### src/rtl/seg7_pkg.sv
// Shared 7-segment constants and sizing helpers for display blocks.
package seg7_pkg;

    localparam logic [6:0] SEG7_BLANK = 7'h7F;

    localparam logic [6:0] SEG7_HEX [16] = '{
        7'h40, 7'h79, 7'h24, 7'h30, 7'h19, 7'h12, 7'h02, 7'h78,
        7'h00, 7'h10, 7'h08, 7'h03, 7'h46, 7'h21, 7'h06, 7'h0E
    };

    function automatic int sum_w(input int digits);
        return 4 * digits;
    endfunction

endpackage

### src/rtl/sum_seg_scanner_hex_to_seg7.sv
// Combinational nibble to active-low {g,f,e,d,c,b,a} segment decoder.
module hex_to_seg7
    import seg7_pkg::*;
(
    input  logic [3:0] nib,
    output logic [6:0] seg
);

    assign seg = SEG7_HEX[nib];

endmodule

### src/rtl/sum_seg_scanner.sv
// Registered adder/accumulator driving a multiplexed common-anode
// hex display with optional leading-zero blanking.
module sum_seg_scanner
    import seg7_pkg::*;
#(
    parameter int IN_W     = 8,
    parameter int DIGITS   = 3,
    parameter int SCAN_DIV = 50000,
    parameter int BLANK_LZ = 1
) (
    input  logic              clk,
    input  logic              rst_n,
    input  logic [IN_W-1:0]   in_0,
    input  logic [IN_W-1:0]   in_1,
    input  logic              load,
    input  logic              mode,
    input  logic              clear,
    output logic [6:0]        out_0,
    output logic [DIGITS-1:0] dig_sel,
    output logic              ovf
);

    localparam int SW = sum_w(DIGITS);
    localparam int PW = (SCAN_DIV > 1) ? $clog2(SCAN_DIV) : 1;
    localparam int IW = (DIGITS > 1) ? $clog2(DIGITS) : 1;

    logic [SW-1:0] sum_reg;
    logic [PW-1:0] presc;
    logic [IW-1:0] scan_idx;
    logic [SW:0]   acc;
    logic [SW-1:0] add;
    logic [3:0]    nib;
    logic          hi_zero;
    logic          blank;
    logic [6:0]    seg;

    assign add = SW'(in_0) + SW'(in_1);
    assign acc = {1'b0, sum_reg} + (SW+1)'(in_0);

    always_ff @(posedge clk) begin
        if (!rst_n) begin
            sum_reg <= '0;
            ovf     <= 1'b0;
        end else if (clear) begin
            sum_reg <= '0;
            ovf     <= 1'b0;
        end else if (load) begin
            if (mode) begin
                sum_reg <= acc[SW-1:0];
                ovf     <= ovf | acc[SW];
            end else begin
                sum_reg <= add;
            end
        end
    end

    always_ff @(posedge clk) begin
        if (!rst_n) begin
            presc    <= '0;
            scan_idx <= '0;
        end else if (presc == PW'(SCAN_DIV - 1)) begin
            presc <= '0;
            if (scan_idx == IW'(DIGITS - 1))
                scan_idx <= '0;
            else
                scan_idx <= scan_idx + 1'b1;
        end else begin
            presc <= presc + 1'b1;
        end
    end

    // hi_zero: the selected nibble and everything above it are zero
    always_comb begin
        nib     = 4'h0;
        hi_zero = 1'b1;
        for (int i = 0; i < DIGITS; i++) begin
            if (IW'(i) == scan_idx)
                nib = sum_reg[4*i +: 4];
            if (IW'(i) >= scan_idx && sum_reg[4*i +: 4] != 4'h0)
                hi_zero = 1'b0;
        end
    end

    assign blank = (BLANK_LZ != 0) && (scan_idx != '0) && hi_zero;

    hex_to_seg7 u_dec (
        .nib (nib),
        .seg (seg)
    );

    always_ff @(posedge clk) begin
        if (!rst_n) begin
            out_0   <= SEG7_BLANK;
            dig_sel <= '1;
        end else begin
            out_0   <= blank ? SEG7_BLANK : seg;
            dig_sel <= ~(DIGITS'(1) << scan_idx);
        end
    end

endmodule
### config.mk
export PLATFORM = sky130hd
export DESIGN_NAME = sum_seg_scanner
export DESIGN_NICKNAME = d
export VERILOG_FILES = /design/src/rtl/seg7_pkg.sv /design/src/rtl/sum_seg_scanner_hex_to_seg7.sv /design/src/rtl/sum_seg_scanner.sv
export SDC_FILE = /design/constraint.sdc
export NUM_CORES = 1
export LEC_CHECK = 0
export CORE_MARGIN = 5
export CORE_UTILIZATION = 51
export CTS_CLUSTER_DIAMETER = 200
export DETAILED_ROUTE_END_ITERATION = 12
export PLACE_DENSITY = 0.76
export SLEW_MARGIN = 0
export SYNTH_ARGS = -nofsm -noshare
export SYNTH_HDL_FRONTEND = slang
export SYNTH_HIERARCHICAL = 1
export SYNTH_SLANG_ARGS = --single-unit
export TNS_END_PERCENT = 50
### constraint.sdc
create_clock -name clk -period 2.4 [get_ports clk]
set_input_delay 0.24 -clock clk [delete_from_list [all_inputs] [get_ports clk]]
set_output_delay 0.24 -clock clk [all_outputs]
set_load 0.03 [all_outputs]
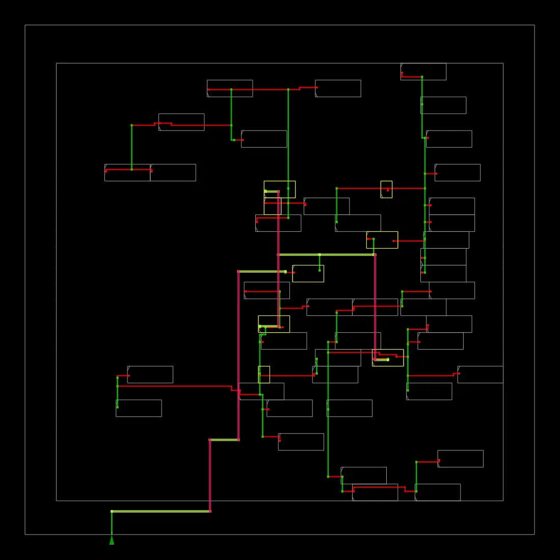
Fig. 1. Clock wiring as the flow saved it.
power in the clock group: 440 uW
final clock skew: 0.00859 ns

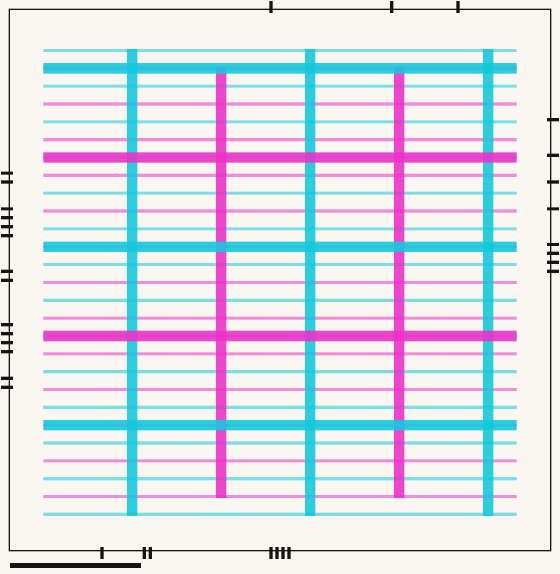
Fig. 2. Floorplan with the power grid.
Bar = 20 um. Pins as bars on the die edge.
legend:
  magenta:
    net: VDD
  cyan:
    net: VSS
met4 straps: 5
signal pins: 32
met1 rails: 27
met5 straps: 5

==> impl_metrics.env <==
# flow metrics
export IMPL_run_status="complete, no violations"
export IMPL_netlist_area_leader_share_pct=30.8
export IMPL_tritoncts_num_buffers=5
export IMPL_gr_total_overflow=0
export IMPL_postSynthCellCount=312
export IMPL_yosys_cells=312
export IMPL_critical_path_slowest_cell="clkdlybuf4s50_1"
export IMPL_area_share_combinational_pct=54.7
export IMPL_initCoreUtil_pct=52.3
export IMPL_grt_setup_unrepaired="no"
export IMPL_sw_frac_of_total_pct=28.4
export IMPL_internal_power_mw=1.07
export IMPL_async_flop_share_pct=0
export IMPL_finalHoldWorstSlack_ns=0.472
export IMPL_grt_pass1_wl_um=9890
export IMPL_pwr_share_seq_pct=48.3
export IMPL_start_kind="primary input"
export IMPL_area_growth_pct=21.3
export IMPL_n_sequential_cell=41
export IMPL_min_delay_path_depth=1
export IMPL_dpl_cell_count=419
export IMPL_grt_antenna_before_repair=0
export IMPL_detailedRoute_firstPassIterationCount=4
export IMPL_power_switching_uw=422
export IMPL_largest_register_ff_count=16
export IMPL_synth_mux_area_fraction_pct=6.28
export IMPL_critical_path_depth=8
export IMPL_post_cts_buffers=0
export IMPL_worst_setup_path_endpoint="sum_reg[8]"
export IMPL_use_met3_pct=2.39
export IMPL_cp_num_buf_inv=1
export IMPL_reg_to_reg_slack_setup_ns=0.23
export IMPL_antenna_diode_count=0
export IMPL_worstReg2RegStart="scan_idx[1]"
export IMPL_groute_layer_met1_usage_pct=22.5
export IMPL_stage_log_warnings=32
export IMPL_postSynthAreaPerCell_um2=8.55
export IMPL_clock_path_buffers=2
export IMPL_layout_top_cell_excl_fill_tap="dfxtp_1"
export IMPL_nonClockInverterCount=11
export IMPL_final_clkbuf_count=5
export IMPL_number_of_non_filler_instances_in_the_completed_layout=427
export IMPL_grt_start_max_net_pins=23
export IMPL_initialDrtViolationCount=62
export IMPL_critical_path_peak_fanout=2
export IMPL_enable_flop_cells=0
export IMPL_top_power_group="registers"
export IMPL_max_slew_margin_rel_pct=68.0
export IMPL_most_used_routing_layer="met2"
export IMPL_critical_path_top_delay_family="AND-OR/OR-AND gates"
export IMPL_worst_hold_path_endpoint="presc[0]"
export IMPL_final_fill_count=455
export IMPL_largestClassByArea="combinational gates"
export IMPL_placementRows=26
export IMPL_worst_slew_pin_slew_ns=0.479
export IMPL_seq_share_pct=25.4
export IMPL_max_freq_mhz=455
export IMPL_startpoint="in_0[0]"
export IMPL_first_global_vias=2308
export IMPL_total_leakage_power_nw=1.29
export IMPL_cp_end_kind="flip-flop"
export IMPL_setup_violations_final=0
export IMPL_numPortBuffers=31
export IMPL_synth_cell_types=53
export IMPL_routed_wl_met2_um=2740
export IMPL_top_logic_kind="simple AND/OR/NAND/NOR gates"
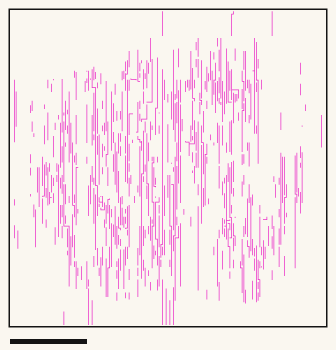
Fig. 3. Signal wires on met2.
Bar = 20 um.
nets with wire on the layer: 314
share of all routed wire: 49%
main direction: vertical
longest straight run: 45.6 um
total vias in the final route: 2349
final wirelength: 5640 um
global routing met2 resource utilization: 32.4%

Power figures rest on the tool's default switching activity, not on a simulated workload.
